## src/rtl/fetch_sequencer.sv

```systemverilog
// fetch_sequencer: fetches instructions at the current PC over req/ack and
// computes the PC register's next load value.
module fetch_sequencer #(
  parameter int AW = 8,
  parameter int IW = 32,
  parameter int STEP = 1
) (
  input  logic          clock_reg,
  input  logic          reset,
  input  logic [AW-1:0] pc,
  output logic [AW-1:0] pc_next,
  output logic          imem_req,
  output logic [AW-1:0] imem_addr,
  input  logic          imem_ack,
  input  logic [IW-1:0] imem_data,
  output logic [IW-1:0] instr,
  output logic [AW-1:0] instr_pc,
  output logic          instr_valid,
  input  logic          instr_ready,
  input  logic          branch_taken,
  input  logic [AW-1:0] branch_target,
  input  logic          halt,
  output logic          halted
);
  typedef enum logic [1:0] {IDLE, FETCH, HALTED} state_t;
  state_t state, state_nx;
  logic outstanding, squash;
  logic [AW-1:0] addr_q;
  logic in_fetch, slot_free, ack_done, branch, deliver;
  assign in_fetch  = state == FETCH;
  assign slot_free = !instr_valid || instr_ready;
  assign ack_done  = imem_req && imem_ack;
  assign branch    = in_fetch && branch_taken;
  assign deliver   = ack_done && !squash && !branch;
  always_ff @(posedge clock_reg or negedge reset)
    if (!reset) state <= IDLE;
    else state <= state_nx;
  // a completion in the same cycle as halt counts as already drained
  always_comb
    state_nx = (state == IDLE) ? FETCH :
               (in_fetch && halt && (!outstanding || ack_done)) ? HALTED : state;
  always_comb begin
    imem_req  = in_fetch && (outstanding || (slot_free && !halt));
    imem_addr = outstanding ? addr_q : pc;
    pc_next   = branch ? branch_target : deliver ? pc + AW'(STEP) : pc;
    halted    = state == HALTED;
  end
  always_ff @(posedge clock_reg or negedge reset)
    if (!reset) begin
      outstanding <= 1'b0;
      squash      <= 1'b0;
      addr_q      <= '0;
      instr       <= '0;
      instr_pc    <= '0;
      instr_valid <= 1'b0;
    end else begin
      outstanding <= imem_req && !imem_ack;
      if (imem_req && !outstanding) addr_q <= pc;
      // an in-flight request across a redirect still finishes, but its data is dropped
      if (ack_done) squash <= 1'b0;
      else if (branch && imem_req) squash <= 1'b1;
      if (deliver) begin
        instr       <= imem_data;
        instr_pc    <= imem_addr;
        instr_valid <= 1'b1;
      end else if (branch || (instr_valid && instr_ready)) instr_valid <= 1'b0;
    end
endmodule

```

## config.mk

```make
export PLATFORM = sky130hd
export DESIGN_NAME = fetch_sequencer
export DESIGN_NICKNAME = d
export VERILOG_FILES = /design/src/rtl/fetch_sequencer.sv
export SDC_FILE = /design/constraint.sdc
export NUM_CORES = 1
export LEC_CHECK = 0
export CAP_MARGIN = 25
export CORE_MARGIN = 3
export CORE_UTILIZATION = 40
export CTS_CLUSTER_SIZE = 20
export DETAILED_ROUTE_END_ITERATION = 7
export PLACE_DENSITY = 0.81
export SLEW_MARGIN = 20
export SYNTH_ARGS = -nofsm -noshare
export SYNTH_HDL_FRONTEND = slang
export SYNTH_SLANG_ARGS = --single-unit
```

## constraint.sdc

```tcl
create_clock -name clock_reg -period 6.39 [get_ports clock_reg]
set_input_delay 1.5975 -clock clock_reg [delete_from_list [all_inputs] [get_ports clock_reg]]
set_output_delay 1.5975 -clock clock_reg [all_outputs]
set_load 0.05 [all_outputs]
```

Pin map:
(6 px per µm) Pins as bars across the die edge, other pins in gray.
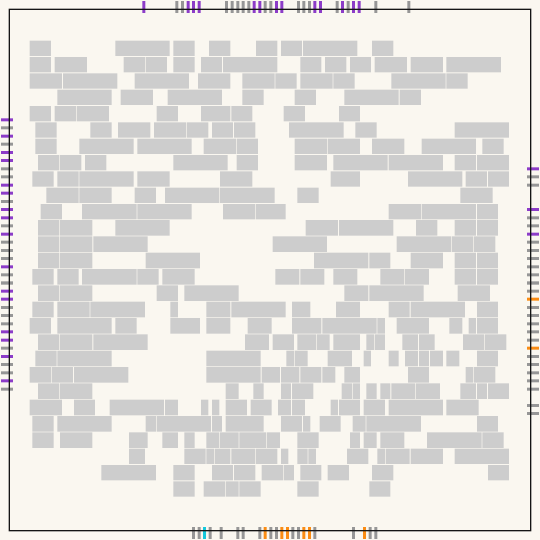
| port | color | pins | direction | edge |
|---|---|---|---|---|
| halted | cyan | 1 | output | south |
| imem_data | purple | 32 | input | 16 west, 13 north, 3 east |
| pc_next | orange | 8 | output | 6 south, 2 east |
all pins by edge: 34 west, 29 north, 28 east, 22 south
I/O Buffers: 112
Die Span Y: 86.6 µm
Die Wd: 86.6 µm

Gate families picked out:
(6 px per µm)
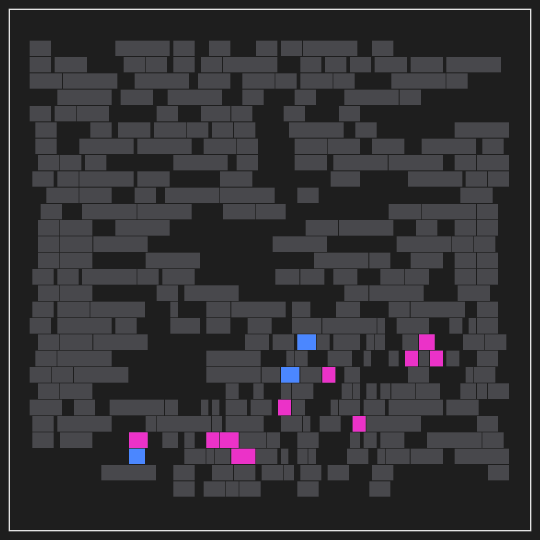
| family | color | cells |
|---|---|---|
| and/or cells | magenta | 10 |
| non-inverting ao/oa cells | blue | 3 |

Placed standard cells:
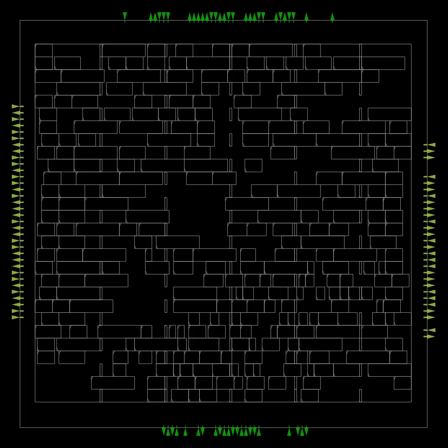
sequential share of cell area: 34.9%
Non-Filler Instances: 367
Rows: 28
post-layout util: 62.4%
total core area: 0.00610 mm²

Cell sizes after repair:
(6 px per µm)
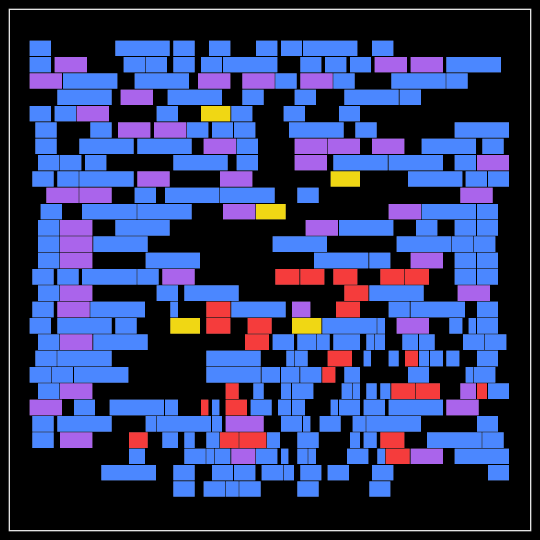
| size | color | cells | most used |
|---|---|---|---|
| _6 and larger | yellow | 5 | clkbuf_8 |
| _0 and _1 cells | blue | 218 | clkdlybuf4s50_1 |
| _3 and _4 cells | purple | 44 | mux2_4 |
| _2 cells | red | 25 | mux2_2 |
Signal buffers: 113
post-route setup slack: 0.564 ns
P&R area growth vs syn: 46.3%
Post-Layout Inst Area: 0.00380 mm²

==> metrics.cfg <==
[run_status]
status=completed

[logic_synthesis]
fp_nets=234
yosys-top-cells-area=dfrtp_1 51%, mux2_4 23%, mux2_2 6.9%
yosys_cells=179
common_cells=53 x dfrtp_1, 40 x mux2_4, 16 x mux2_2, 7 x o21ai_0
ys_sh_aoi_pct=4.91
ys.flop_type=dfrtp_1
synthArstFlopShare_pct=100

[layout]
nClkBuffers=6
dominant_cells=flip-flops and latches
top_register=instr
largest_reg_flops=32
layout_top_cells=111 x clkdlybuf4s50_1, 53 x dfrtp_1, 40 x mux2_4, 16 x mux2_2, 7 x o21ai_0
layout-drive-gt1-share_pct=25.3
num-nets-final=347
biggestRegsByFlops=instr: 32 flops, addr_q: 8 flops, instr_pc: 8 flops
layout.cells.most_common=clkdlybuf4s50_1
buf_share_pct=29.5

[sta]
hold_viol=0
holdWs_ns=0.501

[placement]
gp_congestion=0.789

[grt]
grt_pass1_vias=1944
use_met1_pct=21.6
track_usage_pct=16.4

[setup_path]
crit_type=input pin to output port
arrival_ns=4.23
start_kind=input pin

[pwr]
powerComb_uw=311
pwr-share-clk_pct=20.4
sw_frac_of_total_pct=34.1
p_comb_share_pct=34.9

[clocking]
clockBufferDepth=2
post_cts_resized=0
post-cts-setup-buffer-count=0

## through the flow
stage                     area, µm²  total power, mW
final                          3800            0.892
after global routing           3800            0.933
after CTS                      3800            0.903
after detailed placement       3720            0.718
after global placement         3720            0.712
after floorplan                2600            0.590
## worst min-delay path by stage
stage / from / end / slack, ns / cells past startpoint
2_1_floorplan: state[1] / state[1] / 0.45 / 1
3_3_place_gp: state[1] / state[1] / 0.46 / 1
3_5_place_dp: state[1] / state[1] / 0.48 / 1
4_1_cts: state[1] / state[1] / 0.51 / 1
5_1_grt: state[1] / state[1] / 0.52 / 1
6_report: state[1] / state[1] / 0.50 / 1
No activity file was given, so power comes from the tool's default toggle rates.
